$ cat src/rtl/addsub_serial.sv
// Multi-cycle two's-complement add/subtract, CHUNK bits per clock,
// with valid/ready handshakes and carry, overflow and zero flags.
module addsub_serial #(
  parameter int WIDTH = 24,
  parameter int CHUNK = 8
) (
  input  logic             clk,
  input  logic             rst,
  input  logic             in_valid,
  output logic             in_ready,
  input  logic [WIDTH-1:0] a,
  input  logic [WIDTH-1:0] b,
  input  logic             sub,
  output logic             out_valid,
  input  logic             out_ready,
  output logic [WIDTH-1:0] result,
  output logic             carry_out,
  output logic             overflow,
  output logic             zero
);

  localparam int N  = WIDTH / CHUNK;
  localparam int IW = (N > 1) ? $clog2(N) : 1;

  if (CHUNK < 1 || (WIDTH % CHUNK) != 0) begin : g_bad_param
    $error("addsub_serial: WIDTH must be a multiple of CHUNK");
  end

  typedef enum logic [1:0] {
    S_IDLE,
    S_RUN,
    S_DONE
  } state_t;

  state_t           state_q;
  logic [IW-1:0]    idx_q;
  logic             carry_q;
  logic [WIDTH-1:0] a_q;
  logic [WIDTH-1:0] b_q;
  logic [WIDTH-1:0] result_q;
  logic             valid_q;
  logic             cout_q;
  logic             ovf_q;
  logic             zero_q;

  logic [CHUNK-1:0] a_c;
  logic [CHUNK-1:0] b_c;
  logic [CHUNK:0]   sum_c;
  logic             cin_msb;
  logic             last;
  logic [WIDTH-1:0] result_d;

  // Operands shift right one chunk per cycle; the result fills from the top.
  always_comb begin
    a_c      = a_q[CHUNK-1:0];
    b_c      = b_q[CHUNK-1:0];
    sum_c    = {1'b0, a_c} + {1'b0, b_c} + {{CHUNK{1'b0}}, carry_q};
    cin_msb  = a_c[CHUNK-1] ^ b_c[CHUNK-1] ^ sum_c[CHUNK-1];
    last     = (idx_q == IW'(N - 1));
    result_d = (result_q >> CHUNK)
             | (WIDTH'(sum_c[CHUNK-1:0]) << (WIDTH - CHUNK));
  end

  always_ff @(posedge clk) begin
    if (rst) begin
      state_q  <= S_IDLE;
      idx_q    <= '0;
      carry_q  <= 1'b0;
      a_q      <= '0;
      b_q      <= '0;
      result_q <= '0;
      valid_q  <= 1'b0;
      cout_q   <= 1'b0;
      ovf_q    <= 1'b0;
      zero_q   <= 1'b0;
    end else begin
      unique case (state_q)
        S_IDLE: begin
          if (in_valid) begin
            a_q     <= a;
            b_q     <= sub ? ~b : b;
            carry_q <= sub;
            idx_q   <= '0;
            state_q <= S_RUN;
          end
        end
        S_RUN: begin
          a_q      <= a_q >> CHUNK;
          b_q      <= b_q >> CHUNK;
          carry_q  <= sum_c[CHUNK];
          result_q <= result_d;
          idx_q    <= idx_q + 1'b1;
          if (last) begin
            cout_q  <= sum_c[CHUNK];
            ovf_q   <= cin_msb ^ sum_c[CHUNK];
            zero_q  <= (result_d == '0);
            valid_q <= 1'b1;
            state_q <= S_DONE;
          end
        end
        S_DONE: begin
          if (out_ready) begin
            valid_q <= 1'b0;
            state_q <= S_IDLE;
          end
        end
        default: state_q <= S_IDLE;
      endcase
    end
  end

  assign in_ready  = (state_q == S_IDLE) && !rst;
  assign out_valid = valid_q;
  assign result    = result_q;
  assign carry_out = cout_q;
  assign overflow  = ovf_q;
  assign zero      = zero_q;

endmodule

$ cat config.mk
export PLATFORM = sky130hd
export DESIGN_NAME = addsub_serial
export DESIGN_NICKNAME = d
export VERILOG_FILES = /design/src/rtl/addsub_serial.sv
export SDC_FILE = /design/constraint.sdc
export NUM_CORES = 1
export LEC_CHECK = 0
export CELL_PAD_IN_SITES_DETAIL_PLACEMENT = 0
export CELL_PAD_IN_SITES_GLOBAL_PLACEMENT = 2
export CORE_ASPECT_RATIO = 2
export CORE_MARGIN = 2
export CORE_UTILIZATION = 26
export CTS_CLUSTER_SIZE = 24
export DETAILED_ROUTE_END_ITERATION = 12
export GPL_TIMING_DRIVEN = 1
export PLACE_DENSITY_LB_ADDON = 0.1
export SYNTH_ARGS = -nofsm -noshare
export SYNTH_HDL_FRONTEND = slang
export SYNTH_SLANG_ARGS = --single-unit
$ cat constraint.sdc
create_clock -name clk -period 2.8 [get_ports clk]
set_clock_uncertainty 0.1 [all_clocks]
set_input_delay 0.84 -clock clk [delete_from_list [all_inputs] [get_ports clk]]
set_output_delay 0.84 -clock clk [all_outputs]
set_load 0.01 [all_outputs]
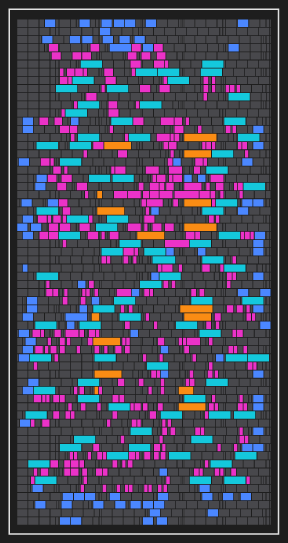
*Placed cells, one color a class, run 1*
Scale: 3 px per um. Fill, decap, tap and diode cells in gray.
clock drivers and dummy loads: shown in orange, cells 16, share of their area 7.1%. flip-flops: shown in cyan, cells 81, share of their area 33%. other buffers and delay cells: shown in blue, cells 101, share of their area 20%. all other logic: shown in magenta, cells 336, share of their area 40%.

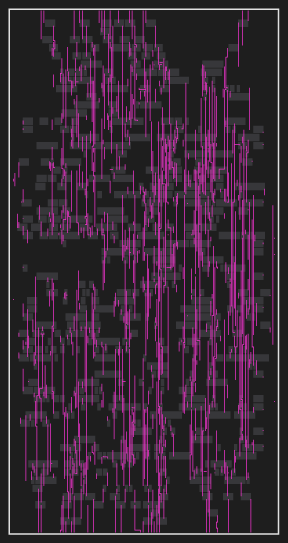
*The metal 2 layer, run 1*
Scale: 3 px per um.
The longest straight run is 94.9 um. 468 nets have wire on it. The layer carries 5,970 um of wire.

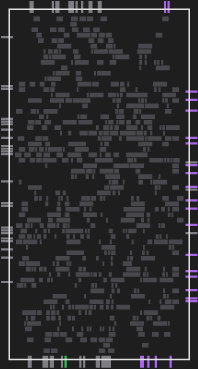
*Pin map, run 1*
Scale: 2 px per um. Pins as bars across the die edge, other pins in gray.
`in_ready`: shown in green, pins 1, direction output, edge bottom. `result`: shown in purple, pins 24, direction output, edge 17 right, 5 bottom, 2 top.
All pins by edge: 23 bottom, 23 left, 20 right, 16 top.

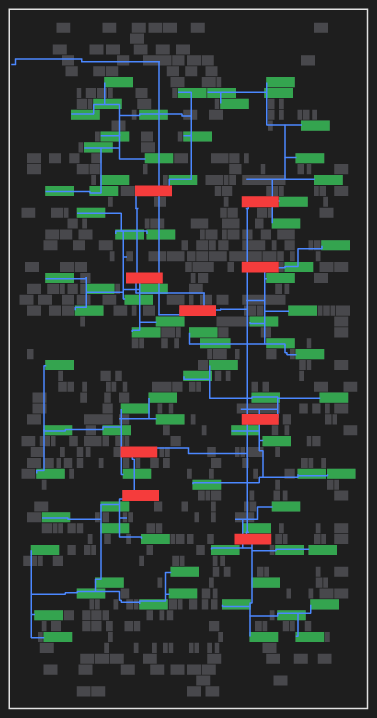
*Clock network drawn from the DEF, run 1*
Scale: 4 px per um.
flip-flops: shown in green, count 81. cells driving clock nets: shown in red, count 9. clock wires: shown in blue, length 1,160 um.
Position of the flops: widely spread. There are 10 routed clock nets.

==> impl_metrics.py, run 1 <==
# Auto-generated metrics
metrics = {
    "final_layout": {
        "seq_share_pct": 31.63,
        "final_cell_mix": "nor2_1, dfxtp_1, clkdlybuf4s50_1",
        "inverters": 2,
        "finalNetCount": 592,
        "dominant_cells": "logic gates",
    },
    "synthesis": {
        "ys_seq_share_pct": 42.94,
        "adder_share_pct": 3.711,
        "yosysWarnings": 0,
        "synth_flops": 81,
        "xor_share_pct": 7.190,
    },
    "worst_setup_path": {
        "r2r-start": "carry_q",
        "cpMostUsedCell": "fa_2",
        "path_cells": "fa_2, fa_2, a211oi_2, nor2_1, xor2_1, or4_1, or4b_1, a21oi_1",
        "crit_family": "simple AND/OR/NAND/NOR gates",
    },
    "pwr": {
        "pg_comb_mw": 0.551,
        "netSwitchingPower_mw": 0.8098,
        "pwr-share-comb_pct": 17.2,
        "p_int_mw": 2.390,
    },
    "run_status": {
        "status": "finished with violations",
        "violations": "negative setup slack",
    },
    "clocking": {
        "cts_resized": 3,
        "holdBufCountCts": 0,
        "cts_root_buf": "clkbuf_16",
    },
    "placement": {
        "hpwl_um": 7762,
        "gp_congestion": 0.6971,
    },
    "floorplan": {
        "die_area_um2": 15560,
        "core_area_um2": 14270,
        "die_width_um": 89.22,
    },
    "final_timing": {
        "finalSetupViolCount": 1,
        "finalWorstSetupSlack_ns": -0.007822,
    },
    "global_routing": {
        "grt_max_degree": 82,
    },
    "detailed_routing": {
        "route.detailed.wl_per_inst_um": 14.98,
        "wirelength_um": 10880,
    },
    "job": {
        "maxCapViolCount": 0,
    },
}
==> run 1: per-layer routing <==
| metal | up-vias | part of all wire (%) |
|---|---|---|
| li1 | 1707 | - |
| met1 | 1543 | 41 |
| met2 | 64 | 55 |
| met3 | 10 | 2.8 |
| met4 | 0 | 1.5 |
| met5 | - | 0 |
==> run 1: Yosys cell counts <==
cell type  number  area share [%]
a2111oi_0       1            0.23
a311oi_1        1            0.23
a22oi_1        16             3.2
nand2b_1        3            0.50
xnor2_1         3            0.70
nand3_1         2            0.27
nand4_1         2            0.33
fa_1            2             1.1
or4_1           1            0.20
xor2_1         28             6.5
nor3_1         20             2.7
inv_1           2            0.20
or4b_1          1            0.27
nor2_1        101              10
ha_1            8             2.7
a21oi_1        48             6.4
o41ai_1         1            0.23
a222oi_1       17             4.5
a211oi_1        2            0.40
or2_2           1            0.17
buf_4          16             3.2
o21bai_1        2            0.40
nor4_1          4            0.66
dfxtp_1        81              43
a211oi_2        1            0.33
nor2b_1        17             2.8
nor3b_1         1            0.20
o211ai_1        1            0.20
nand2_1        48             4.8
o21ai_0         2            0.27
buf_1           5            0.50
clkbuf_1       31             3.1
==> run 1: stage by stage <==
step                worst slack [ns]  cell area (um^2)  instances  util, %  setup TNS, ns
CTS                         -0.01618              5115        726    35.83       -0.01618
floorplan                   0.005924              3781        469        -              0
global route                 -0.1111              5131        726    35.95        -0.1111
detailed placement           -0.1035              4745        708    33.24        -0.1035
finish                     -0.007822              5131        726    35.95      -0.007822
global placement            -0.05489              4745        708    33.24       -0.05489
==> run 1: state kept, by name, indices dropped and copies added, names as in the netlist <==
name,count
a_q,24
b_q,24
carry_out,1
carry_q,1
idx_q,2
out_valid,1
overflow,1
result,24
state_q,2
zero,1
==> run 2, diff against run 1 <==
Settings changed: HOLD_SLACK_MARGIN set to 0.02.
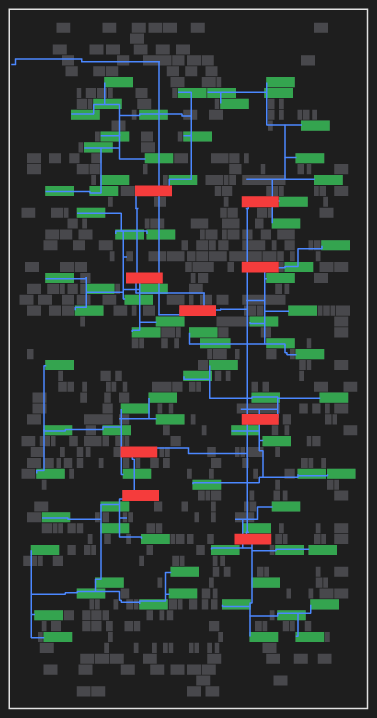
*Clock network drawn from the DEF, run 2*
Scale: 4 px per um.
P_clk: 1.36 mW
clk_lat worst skew: 0.34 ns
clock power share: 42.7%

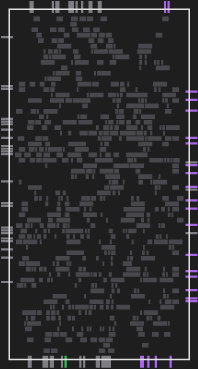
*Pin map, run 2*
Scale: 2 px per um. Pins as bars across the die edge, other pins in gray.
`result`: shown in purple, pins 24, direction output, edge 17 right, 5 bottom, 2 top. `in_ready`: shown in green, pins 1, direction output, edge bottom.
All pins by edge: 23 bottom, 23 left, 20 right, 16 top.

==> impl_metrics.py, run 2 <==
# Auto-generated metrics
metrics = {
    "detailed_routing": {
        "dr.max_layer_used": "met4",
        "met1_length_um": 4449,
        "wl_met3_um": 300,
        "wl_met2_um": 5965,
        "routed-via-count": 3324,
        "route.detailed.wl_per_inst_um": 14.98,
    },
    "clocking": {
        "holdBufCountCts": 0,
        "cts_root_buf": "clkbuf_16",
    },
    "global_routing": {
        "grt_max_degree": 82,
        "antenna_found_initial": 0,
    },
    "worst_hold_path": {
        "min_path_cells": 2,
    },
    "worst_setup_path": {
        "path_cells": "fa_2, fa_2, a211oi_2, nor2_1, xor2_1, or4_1, or4b_1, a21oi_1",
        "cpMostUsedCell": "fa_2",
        "crit_family": "simple AND/OR/NAND/NOR gates",
        "cp_num_buf_inv": 0,
    },
    "run_status": {
        "status": "finished with violations",
        "violations": "negative setup slack",
    },
    "synthesis": {
        "ys.flop_type": "dfxtp_1",
        "syn_area_um2": 3776,
        "yosysWarnings": 0,
        "xor_share_pct": 7.190,
        "ys_seq_share_pct": 42.94,
        "top_area_share_pct": 42.94,
        "top_cells_by_count": "nor2_1, dfxtp_1, a21oi_1, nand2_1, clkbuf_1",
        "most_common_cell": "nor2_1",
        "yosysCellCount": 469,
        "synthArstFlopShare_pct": 0,
        "ys_chip_area_um2": 3776,
        "edf_count": 0,
        "ys_top_cells_by_area": "dfxtp_1, nor2_1, xor2_1, a21oi_1, nand2_1",
        "adder_share_pct": 3.711,
    },
    "placement": {
        "gp_congestion": 0.6971,
        "place_area_um2": 4745,
        "hpwl_um": 7762,
    },
    "final_timing": {
        "fin_tns_setup_ns": -0.007822,
        "finalSetupViolCount": 1,
        "finalWorstSetupSlack_ns": -0.007822,
    },
    "final_layout": {
        "final_util_pct": 35.95,
        "finalNetCount": 592,
        "design_area_um2": 5131,
    },
    "floorplan": {
        "die_area_um2": 15560,
        "core_area_um2": 14270,
        "die_width_um": 89.22,
    },
    "job": {
        "maxCapViolCount": 0,
    },
}
run 2: final cells by class:
class                      instances  area (um^2)  share of cell area [%]
clock buffer                      11        242.7                   4.731
clock inverter                     5        102.6                   2.000
inverter                           2        7.507                  0.1463
multi-input combinational        334         1934                   37.70
sequential                        81         1623                   31.63
tap                              192        240.2                   4.682
timing repair buffer             101        980.9                   19.12
run 2: through the flow:
| step | cells | worst slack, ns |
|---|---|---|
| after floorplan | 469 | 0.005924 |
| after global placement | 708 | -0.05489 |
| after detailed placement | 708 | -0.1035 |
| after CTS | 726 | -0.01618 |
| after global routing | 726 | -0.1111 |
| final | 726 | -0.007822 |
run 2: worst paths after layout:
check	end	startpoint	slack, ns
min reg2reg	result[6]	result[6]	0.35
min	result[6]	result[6]	0.35
max reg2reg	zero	carry_q	-0.008
max	zero	carry_q	-0.008
run 2: report_power, final:
part           internal (mW)  switching [mW]
logic                  0.270           0.282
registers               1.23          0.0577
clock network          0.894           0.471
total                   2.39           0.810
run 2: timing repair:
action | CTS | global route
pin swaps | 7 | 4
gates resized | 3 | 3
endpoints found under the setup margin | 1 | 3
buffers inserted | 2 | 0
run 2: tightest hold or removal path, delay by kind of cell (launching register included):
| family | cells | cell delay [ns] |
|---|---|---|
| AND-OR/OR-AND | 1 | 0.05 |
| flip-flops | 1 | 0.30 |
| AND/OR/NAND/NOR | 1 | 0.05 |
run 2: cells by family (layout without fill, tap and decap cells):
group / after synthesis / after routing
AND-OR/OR-AND: 92 / 92
XOR/XNOR: 31 / 31
adder cells (fa/ha/maj): 10 / 10
buffers and inverters: 54 / 119
flip-flops: 81 / 81
AND/OR/NAND/NOR: 201 / 201
Power figures rest on the tool's default switching activity, not on a simulated workload.
